[src/rtl/zbus_decode.sv]
// Z80 bus-cycle decoder: synchronizes the raw bus, classifies each completed
// cycle and queues {type, addr, data} records for a valid/ready consumer.
module zbus_decode #(
  parameter int unsigned SYNC_STAGES = 2,
  parameter int unsigned MIN_LOW     = 2,
  parameter int unsigned FIFO_DEPTH  = 4
) (
  input  logic        clk,
  input  logic        rst,
  input  logic [15:0] z_a,
  input  logic [7:0]  z_d,
  input  logic        z_mreq_n,
  input  logic        z_iorq_n,
  input  logic        z_rd_n,
  input  logic        z_wr_n,
  input  logic        z_m1_n,
  input  logic        z_rfsh_n,
  output logic        cyc_valid,
  input  logic        cyc_ready,
  output logic [2:0]  cyc_type,
  output logic [15:0] cyc_addr,
  output logic [7:0]  cyc_data,
  output logic        ovf,
  input  logic        clr_ovf
);

  localparam int unsigned SW   = 16 + 8 + 6;
  localparam int unsigned PW   = $clog2(FIFO_DEPTH);
  localparam int unsigned PTRW = PW + 1;
  localparam int unsigned QW   = $clog2(MIN_LOW + 1);
  localparam int unsigned KW   = $clog2(SYNC_STAGES + 1);
  localparam logic [SW-1:0] SYNC_IDLE = SW'(30'h0000_003f);

  localparam logic [2:0] S_SKIP   = 3'd0;
  localparam logic [2:0] S_IDLE   = 3'd1;
  localparam logic [2:0] S_QUAL   = 3'd2;
  localparam logic [2:0] S_ACTIVE = 3'd3;
  localparam logic [2:0] S_PUSH   = 3'd4;

  typedef struct packed {
    logic [2:0]  typ;
    logic [15:0] addr;
    logic [7:0]  data;
  } rec_t;

  // Input synchronizer, one aligned chain for every Z80 pin
  logic [SW-1:0] sync_q [SYNC_STAGES];

  always_ff @(posedge clk) begin
    if (rst) begin
      for (int i = 0; i < int'(SYNC_STAGES); i++) sync_q[i] <= SYNC_IDLE;
    end else begin
      sync_q[0] <= {z_a, z_d, z_mreq_n, z_iorq_n, z_rd_n, z_wr_n, z_m1_n, z_rfsh_n};
      for (int i = 1; i < int'(SYNC_STAGES); i++) sync_q[i] <= sync_q[i-1];
    end
  end

  logic [15:0] a_s;
  logic [7:0]  d_s;
  logic        mreq_n_s, iorq_n_s, rd_n_s, wr_n_s, m1_n_s, rfsh_n_s;

  assign {a_s, d_s, mreq_n_s, iorq_n_s, rd_n_s, wr_n_s, m1_n_s, rfsh_n_s} = sync_q[SYNC_STAGES-1];

  // Per-type condition vector (indexed by type code) and priority classification
  logic [7:0] cond;
  logic [2:0] cls;
  logic       act;
  logic       refresh;

  always_comb begin
    cond    = '0;
    cond[0] = ~mreq_n_s & ~rd_n_s;
    cond[1] = ~mreq_n_s & ~wr_n_s;
    cond[2] = ~iorq_n_s & ~rd_n_s;
    cond[3] = ~iorq_n_s & ~wr_n_s;
    cond[4] = ~m1_n_s & ~mreq_n_s & ~rd_n_s;
    cond[5] = ~m1_n_s & ~iorq_n_s;
    refresh = ~mreq_n_s & ~rfsh_n_s & rd_n_s & wr_n_s;
    act     = (|cond) & ~refresh;
    cls     = 3'd0;
    if      (cond[5]) cls = 3'd5;
    else if (cond[4]) cls = 3'd4;
    else if (cond[0]) cls = 3'd0;
    else if (cond[1]) cls = 3'd1;
    else if (cond[2]) cls = 3'd2;
    else if (cond[3]) cls = 3'd3;
  end

  logic [2:0]    state_q, state_d;
  logic [2:0]    type_q;
  logic [15:0]   addr_q;
  logic [7:0]    data_q;
  logic [QW-1:0] qual_cnt_q;
  logic [KW-1:0] skip_cnt_q;
  logic          skip_done;
  logic          latch_start, qual_inc, load_data, push;

  // SKIP also waits until the reset-preloaded synchronizer has filled with real samples
  assign skip_done = (skip_cnt_q == KW'(SYNC_STAGES));

  always_ff @(posedge clk) begin
    if (rst) state_q <= S_SKIP;
    else     state_q <= state_d;
  end

  always_comb begin
    state_d     = state_q;
    latch_start = 1'b0;
    qual_inc    = 1'b0;
    load_data   = 1'b0;
    push        = 1'b0;
    case (state_q)
      S_SKIP: begin
        if (skip_done && !act) state_d = S_IDLE;
      end
      S_IDLE: begin
        if (act) begin
          latch_start = 1'b1;
          load_data   = 1'b1;
          state_d     = (MIN_LOW <= 1) ? S_ACTIVE : S_QUAL;
        end
      end
      S_QUAL: begin
        if (act && (cls == type_q)) begin
          qual_inc  = 1'b1;
          load_data = 1'b1;
          if (qual_cnt_q == QW'(MIN_LOW - 1)) state_d = S_ACTIVE;
        end else begin
          state_d = S_IDLE;
        end
      end
      S_ACTIVE: begin
        if (cond[type_q]) load_data = 1'b1;
        else              state_d   = S_PUSH;
      end
      S_PUSH: begin
        push    = 1'b1;
        state_d = S_IDLE;
      end
      default: state_d = S_SKIP;
    endcase
  end

  always_ff @(posedge clk) begin
    if (rst) begin
      type_q     <= '0;
      addr_q     <= '0;
      data_q     <= '0;
      qual_cnt_q <= '0;
      skip_cnt_q <= '0;
    end else begin
      if (latch_start) begin
        type_q     <= cls;
        addr_q     <= a_s;
        qual_cnt_q <= QW'(1);
      end
      if (qual_inc)   qual_cnt_q <= qual_cnt_q + QW'(1);
      if (load_data)  data_q     <= d_s;
      if (!skip_done) skip_cnt_q <= skip_cnt_q + KW'(1);
    end
  end

  // Record FIFO with an extra pointer bit to separate full from empty
  rec_t            mem_q [FIFO_DEPTH];
  logic [PTRW-1:0] wptr_q, rptr_q;
  logic            empty, full, pop, wr_en, ovf_set;
  rec_t            head;

  assign empty     = (wptr_q == rptr_q);
  assign full      = (wptr_q[PW] != rptr_q[PW]) && (wptr_q[PW-1:0] == rptr_q[PW-1:0]);
  assign cyc_valid = ~empty;
  assign pop       = cyc_valid & cyc_ready;
  assign wr_en     = push & (~full | pop);
  assign ovf_set   = push & full & ~pop;

  always_ff @(posedge clk) begin
    if (rst) begin
      for (int i = 0; i < int'(FIFO_DEPTH); i++) mem_q[i] <= '0;
      wptr_q <= '0;
      rptr_q <= '0;
      ovf    <= 1'b0;
    end else begin
      if (wr_en) begin
        mem_q[wptr_q[PW-1:0]] <= '{typ: type_q, addr: addr_q, data: data_q};
        wptr_q                <= wptr_q + PTRW'(1);
      end
      if (pop) rptr_q <= rptr_q + PTRW'(1);
      if (ovf_set)      ovf <= 1'b1;
      else if (clr_ovf) ovf <= 1'b0;
    end
  end

  assign head     = mem_q[rptr_q[PW-1:0]];
  assign cyc_type = head.typ;
  assign cyc_addr = head.addr;
  assign cyc_data = head.data;

endmodule

[config.mk]
export PLATFORM = sky130hd
export DESIGN_NAME = zbus_decode
export DESIGN_NICKNAME = d
export VERILOG_FILES = /design/src/rtl/zbus_decode.sv
export SDC_FILE = /design/constraint.sdc
export NUM_CORES = 1
export LEC_CHECK = 0
export CAP_MARGIN = 30
export CORE_MARGIN = 2
export CORE_UTILIZATION = 60
export CTS_CLUSTER_SIZE = 8
export DETAILED_ROUTE_END_ITERATION = 12
export PLACE_DENSITY_LB_ADDON = 0.2
export SLEW_MARGIN = 20
export SYNTH_ARGS = -nofsm -noshare
export SYNTH_HDL_FRONTEND = slang
export SYNTH_SLANG_ARGS = --single-unit
[constraint.sdc]
create_clock -name clk -period 6.9 [get_ports clk]
set_input_delay 1.035 -clock clk [delete_from_list [all_inputs] [get_ports clk]]
set_output_delay 1.035 -clock clk [all_outputs]
set_load 0.01 [all_outputs]
Run 1, metal layers overlaid:
Two of the layers only.
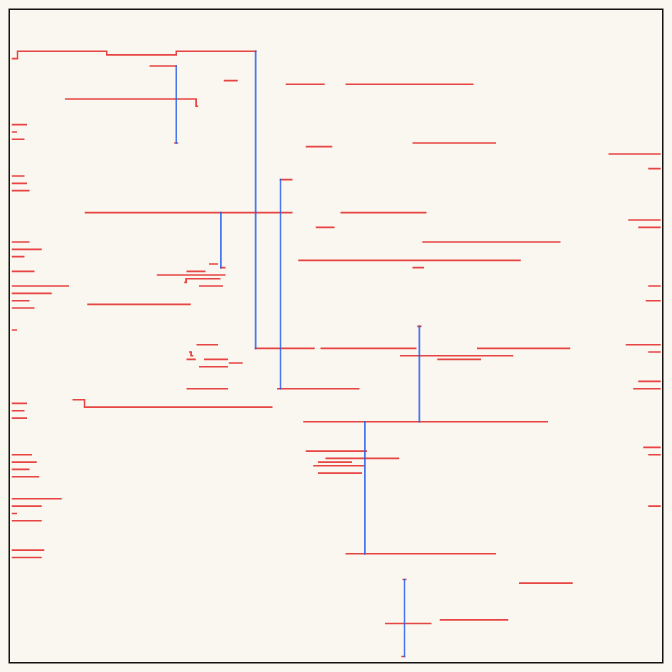
met3 -> red  # wire length 765 µm
met4 -> blue  # wire length 175 µm
Post-Route WL: 14.5 mm
via count: 4745
total global-route track usage: 0.207

Run 1, routing congestion map:
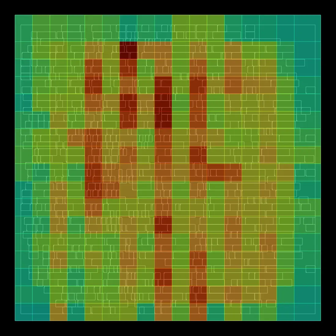
met2 Use GR: 0.348
met3 Usage GRT: 0.0409
global route hottest layer: met2
Core Util, Final: 0.737

==> changes_impl.md, run 1 <==
### Changed

* Status: finished clean
* Hold WC Path Type: reg2reg
* Top-count cell post-synth: edfxtp_1
* EDFF count, synth at between 100 and 150
* Setup crit start kind: input port
* CTS-repair resized insts at 0
* Crit-path cells: clkdlybuf4s50_1, and4b_1, or3b_1, nor4b_4, buf_4, or2_2
* Initial DRC count at roughly 270
* Worst path slowest cell: or2_2
* Port bufs at 62
* Synthesized area at approximately 8000 µm²
* DIE AREA at between 10000 and 15000 µm²
* Main flop type: edfxtp_1
* NumNets Final at between 700 and 800
* CTS root buf: clkbuf_16
* CTS tree: built
* Pre-CTS setup slack at 2.93 ns
* Leakage power at 3.51 nW
* Cell total in the yosys stat output at roughly 620
* Ys async rst share at 0
* RSZ-0062 raised after global routing: no
* Site Rows at ~42
* Total of max-cap violations at 0
* Largest net degree at the start of global routing at 112
* Main area contributors: edfxtp_1, dfxtp_1, and2_1
* FP Core Util at 0.616
* Height of the die at 121 µm
* Critical Path End Type: register
* Total CTS buffers at 30
* Pwr dens at about 280 nW/µm²
* Synthesized area per cell at around 13 µm²
* Fillers at 839
* Critical Path RT at 7.04 ns
* Largest area contributor in the netlist: edfxtp_1
* Setup Viol. Count Final at 0
* Yosys Chip Area at between 8000 and 9000 µm²
* Gr ovfl total at 0
* Max Clock Skew at 0.00868 ns
* Final routed DRC violation total at 0
* Period utilization at 0.499
* Ports at between 60 and 70
* Die X at between 100 and 150 µm
* Synth warn at 0
* Slew at the pin closest to its max-slew limit at slightly above 0.7 ns
* Commonest cells in the netlist: edfxtp_1, and2_1, dfxtp_1
* Worst vdd ir at 0.000213 V
* Routability cong. at 0.796
* Post-route setup slack at between 3 and 4 ns
* Largest stage delay, worst path at around 0.62 ns
* Register area share after synthesis at 0.647
* Max Fclk at about 290 MHz
* Clock sinks at 211
* CP bufs+invs at 2
* Critical path class: in2reg
* Tmin final at 3.44 ns
* DR WL/cell at ~17 µm
* Family with the most delay on the worst path: simple AND/OR/NAND/NOR gates
* Area leader share at 0.396
* CP arrival at between 3 and 4 ns
* TNS Setup at 0 ns
* CORE AREA at around 13000 µm²
* Syn nets at roughly 660
* Setup Fix Bufs, Post-CTS at 0
* Dpl hpwl at around 9 mm
* Clock transition at path regs at around 0.050 ns
* Post-Synthesis Cells at 621
* Hold-fix buffers, CTS at 0
* Initial antenna violation count at 0
* N_diodes at 0
* Drt pass-1 iters at 4
* Layout cells sized above 1 at 0.142
* Synth Register Bits at approximately 210
* Pins Over Slew Limit at 0
* CTS Buffer Depth at 3
* CTS H-tree lvls at 1
* Number of antenna-violating nets in the routed design at 0
* Pwr Total at between 2 and 3 mW
* Vias in the first global route at between 4000 and 5000
* Number of warnings in the stage logs at 27
* Hold Vio Cnt, Final at 0
* Synth cell types at 44
* CP Max Fanout at 28
Run 1, signal wires on met3:
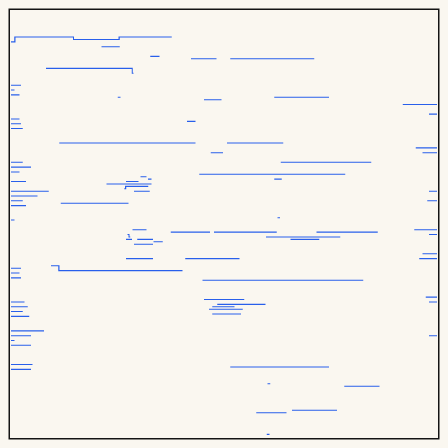
main direction = horizontal
share of all routed wire = 5.3%
longest straight run = 45.1 µm
wire length on this layer = 765 µm

Run 1, where the registers sit:
Other sequential cells in the stronger gray, the rest of the logic in the fainter gray.
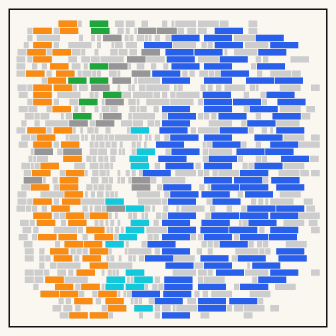
data_q -> green  # placed flops 8, where upper left
addr_q -> cyan  # placed flops 16
sync_q -> orange  # placed flops 60, where a vertical strip on the left
mem_q -> blue  # placed flops 108
not colored = 19
Seq. pwr: 1.38 mW
Seq area share: 0.541

[run 1: cell type report]
type,instances,area [µm²],share of cell area
clock buffer,47,836,0.0853
clock inverter,1,7.51,0.000766
inverter,8,30.0,0.00306
multi-input combinational,365,2680,0.274
sequential,211,5310,0.541
tap,176,220,0.0225
timing repair buffer,72,718,0.0733
[run 1: layout by cell type (no fill, tap or decap), types with 2 or more instances in the layout]
master and n:
nor2b_1 50, nor4b_4 2, clkdlybuf4s50_1 61, nand2_1 38, edfxtp_1 108, or3_1 2, buf_12 2, and2_1 107
ha_1 4, or2_2 15, a21bo_2 8, xor2_1 5, nor4_1 2, a31oi_1 2, buf_4 9, nor3_1 7
clkbuf_16 31, clkbuf_1 16, a211oi_1 3, o21bai_1 2, inv_1 8, a21oi_1 34, dfxtp_1 102, xnor2_1 4
nand3_1 11, o21a_1 2, o21ai_0 5, mux4_2 27, nor2_1 19
[run 1: stage by stage]
stage          std cells  hold WS, ns  instance area [µm²]
6_report             880        0.404                 9800
5_1_grt              880        0.425                 9800
4_1_cts              877        0.404                 9750
3_5_place_dp         829        0.393                 8910
3_3_place_gp         829        0.397                 8910
2_1_floorplan        621        0.389                 8200
[run 1: state kept, by name, summed over array words and instances (netlist names), named ones only]
register    flops
ovf             1
skip_cnt_q      2
state_q         3
wptr_q          3
qual_cnt_q      2
mem_q         108
data_q          8
addr_q         16
type_q          3
sync_q         60
rptr_q          3
[run 1: routing by layer]
layer	share of wire	GRT usage
met2	0.50	0.348
met1	0.43	0.278
met3	0.053	0.0409
met4	0.012	0.0574
met5	0	0
[run 1: report_power, final]
group	switching, mW	total (mW)	leakage [nW]	internal [mW]
clock	0.466	1.28	0.401	0.812
sequential	0.0185	1.38	1.96	1.36
combinational	0.0552	0.116	1.15	0.0606
total	0.540	2.78	3.51	2.24
[run 1: cell families (layout without fill, tap and decap cells)]
family,Yosys count,after routing,synth area share
flip-flops,211,211,0.647
AND/OR/NAND/NOR,261,261,0.187
AND-OR/OR-AND,62,62,0.0476
XOR/XNOR,9,9,0.00962
buffers and inverters,45,128,0.0256
multiplexers,29,29,0.0768
adder cells (fa/ha/maj),4,4,0.00611
[run 1: path summary, 6_finish.rpt]
kind                            slack, ns  depth (start not counted)    startpoint             to
worst max-delay path                 3.46                          6     cyc_ready    mem_q[1][9]
worst max register to register       3.81                          6     wptr_q[0]    mem_q[1][9]
worst min register to register       0.40                          1  sync_q[0][2]  sync_q[0][32]
worst min-delay path                 0.40                          1  sync_q[0][2]  sync_q[0][32]
Run 1, pin map:
Pins as bars across the die edge, other pins in gray.
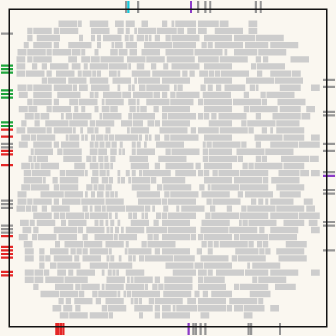

==> run 1 -> run 2 <==
CORE_UTILIZATION = 58   (was 60)
clock period = 3.55 ns   (was 6.9 ns; I/O delays follow)
Run 2, pin map:
Pins as bars across the die edge, other pins in gray.
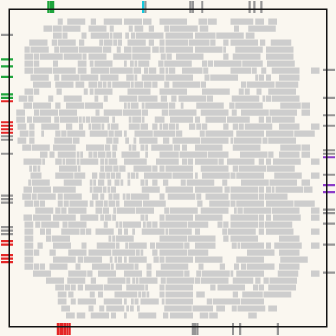
cyc_type -> purple  # pins 3, direction output, edge right
z_a -> red  # pins 16, direction input, edge 10 left, 6 bottom
cyc_valid -> cyan  # pins 1, direction output, edge top
z_d -> green  # pins 8, direction input, edge 5 left, 3 top
all pins by edge = 25 left, 15 right, 12 bottom, 11 top
port bufs: 62
Die X: 123 µm
height of the die: 123 µm

Run 2, metal layers overlaid:
Two of the layers only.
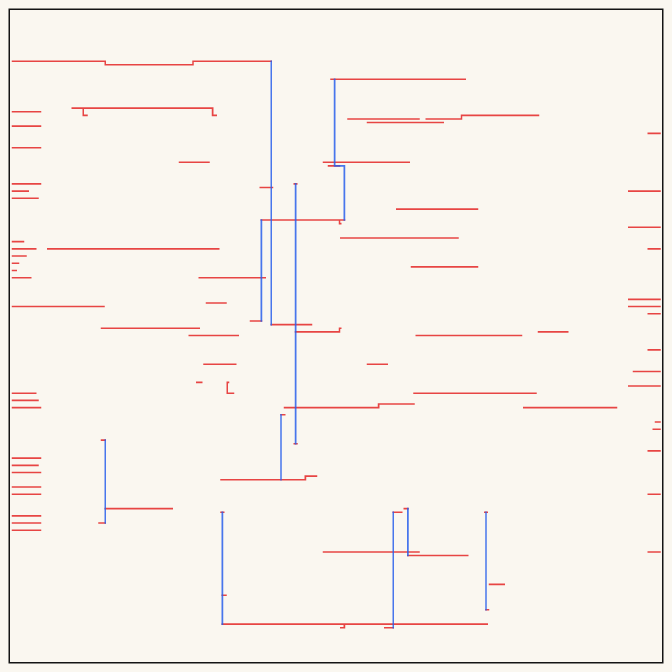
met4 -> blue  # wire length 244 µm
met3 -> red  # wire length 738 µm
DR WL/cell: 16.2 µm
via count: 4737

Run 2, where the registers sit:
Other sequential cells in the stronger gray, the rest of the logic in the fainter gray.
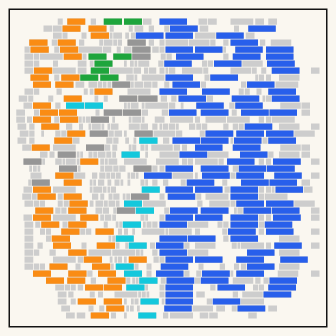
addr_q -> cyan  # placed flops 16
sync_q -> orange  # placed flops 60, where a vertical strip on the left
data_q -> green  # placed flops 8
mem_q -> blue  # placed flops 108
Seq area share: 0.541
Reg area: 5310 µm²
Seq. pwr: 2.69 mW

==> run 2 against run 1 <==
Combinational power increased by 96%. Sequential cell count unchanged. Clock-buffer cell count unchanged. Via count decreased by 0.17%. Total power increased by 94%. Clock power increased by 94%. Die area increased by 3.3%.
==> changes_impl.md, run 2 <==
### Changed

* Clock transition at path regs at 0.05 ns
* Largest net degree at the start of global routing at approximately 100
* Finished Cell Area at around 9800 µm²
* Setup crit start kind: register
* Status: finished clean
* Critical Path End Type: output pin
* Leakage power at around 3.5 nW
* Cell Count, Final, Fillers Out at just under 900
* Hold-fix buffers, CTS at 0
* Syn nets at roughly 660
* CP Max Fanout at 27
* Post-Route WL at between 10 and 15 mm
* Dpl hpwl at about 9 mm
* Tmin final at 2.93 ns
* Commonest Layout Cell: edfxtp_1
* DIE AREA at between 15000 and 20000 µm²
* Number of warnings in the stage logs at 28
* Site Rows at approximately 43
* CORE AREA at 13800 µm²
* Top cells excl fill/tap: edfxtp_1, and2_1, dfxtp_1
* CTS root buf: clkbuf_16
* Critical path class: reg2out
* Ys async rst share at 0
* Total of max-cap violations at 0
* CTS Buffer Depth at 3
* Largest regs: mem_q (108), sync_q (60), addr_q (16)
* WHS Endpoint: wptr_q[0]
* Routability cong. at 0.775
* Worst vdd ir at between 0.0003 and 0.0004 V
* Critical Path RT at 3.02 ns
* Total CTS buffers at 30
* Main flop type: edfxtp_1
* Post-Synthesis Cells at roughly 620
* Hold WC Path Type: in2reg
* Drt pass-1 iters at 5
* Main area contributors: edfxtp_1, dfxtp_1, and2_1
* Max Fclk at around 340 MHz
* Dpl cells at 840
* Yosys Chip Area at between 8000 and 9000 µm²
* Setup Viol. Count Final at 0
* Total global-route track usage at 0.203
* Worst Hold Depth at 2
* Placed inst area at between 8000 and 9000 µm²
* Pwr dens at between 500 and 600 nW/µm²
* Register area share after synthesis at 0.647
* Reg-to-reg setup timing slack at roughly 0.8 ns
* Pins Over Slew Limit at 0
* Synth Register Bits at roughly 210
* Cell total in the yosys stat output at 621
* N_diodes at 0
* R2R cell count at 6
* Layout cells sized above 1 at 0.147
* Gr ovfl total at 0
* Ports at 63
* Top-count cell post-synth: edfxtp_1
* Reg with most FFs: mem_q
* CTS H-tree lvls at 1
* Reg-to-reg endpoint: mem_q[2][18]
* RSZ-0062 raised after global routing: no
* Number of antenna-violating nets in the routed design at 0
* FP Core Util at 0.593
* Max FFs per register at roughly 110
* Clock sinks at 211
* EDFF count, synth at between 100 and 150
* Slew at the pin closest to its max-slew limit at 0.892 ns
* Synthesized area per cell at between 10 and 15 µm²
* Max Clock Skew at around 0.013 ns
* Hold Vio Cnt, Final at 0
* Critical hold path startpoint: rst
run 2: area by class of cell:
cell class / instances / area [µm²]
Sequential cell: 211 / 5310
Fill cell: 899 / 4020
Multi-Input combinational cell: 365 / 2680
Clock buffer: 47 / 836
Timing Repair Buffer: 76 / 723
Tap cell: 180 / 225
Inverter: 8 / 30.0
Clock inverter: 1 / 7.51
run 2: worst max-delay path by stage:
stage                   endpoint  cells after the start
floorplan            mem_q[3][0]                      5
global placement    mem_q[1][16]                      6
detailed placement  mem_q[2][20]                      6
CTS                  cyc_type[2]                      3
global route         cyc_type[2]                      3
finish               cyc_type[2]                      3
run 2: cells by family (layout without fill, tap and decap cells):
kind of cell | Yosys count | after routing | share of synthesized area
AOI/OAI and AO/OA | 62 | 62 | 0.0476
xor gates and xnor gates | 9 | 9 | 0.00962
adders and majority gates | 4 | 4 | 0.00611
buffers and inverters | 45 | 132 | 0.0256
DFF | 211 | 211 | 0.647
muxes | 29 | 29 | 0.0768
and+or+nand+nor | 261 | 261 | 0.187
run 2: per-stage QoR:
stage	utilization	total power [mW]	worst slack [ns]
5_1_grt	0.710	5.58	0.491
2_1_floorplan	-	2.86	0.484
3_5_place_dp	0.649	2.96	0.458
3_3_place_gp	0.649	2.95	0.540
4_1_cts	0.710	5.44	0.563
6_report	0.710	5.40	0.616
run 2: per-layer routing:
metal	track usage	part of all wire
met2	0.344	0.50
met4	0.0603	0.017
met1	0.270	0.43
met3	0.0358	0.051
met5	0	0
run 2: worst max-delay path: stages (launching register included):
cell	delay (ns)
dfxtp_2	0.32
buf_4	0.44
mux4_2	0.61
clkdlybuf4s50_1	0.50
run 2: power by group:
| part | internal (mW) | switching (mW) |
|---|---|---|
| sequential | 2.65 | 0.0351 |
| combinational | 0.119 | 0.109 |
| clock | 1.58 | 0.906 |
| total | 4.35 | 1.05 |
Power and IR drop assume default switching activity.
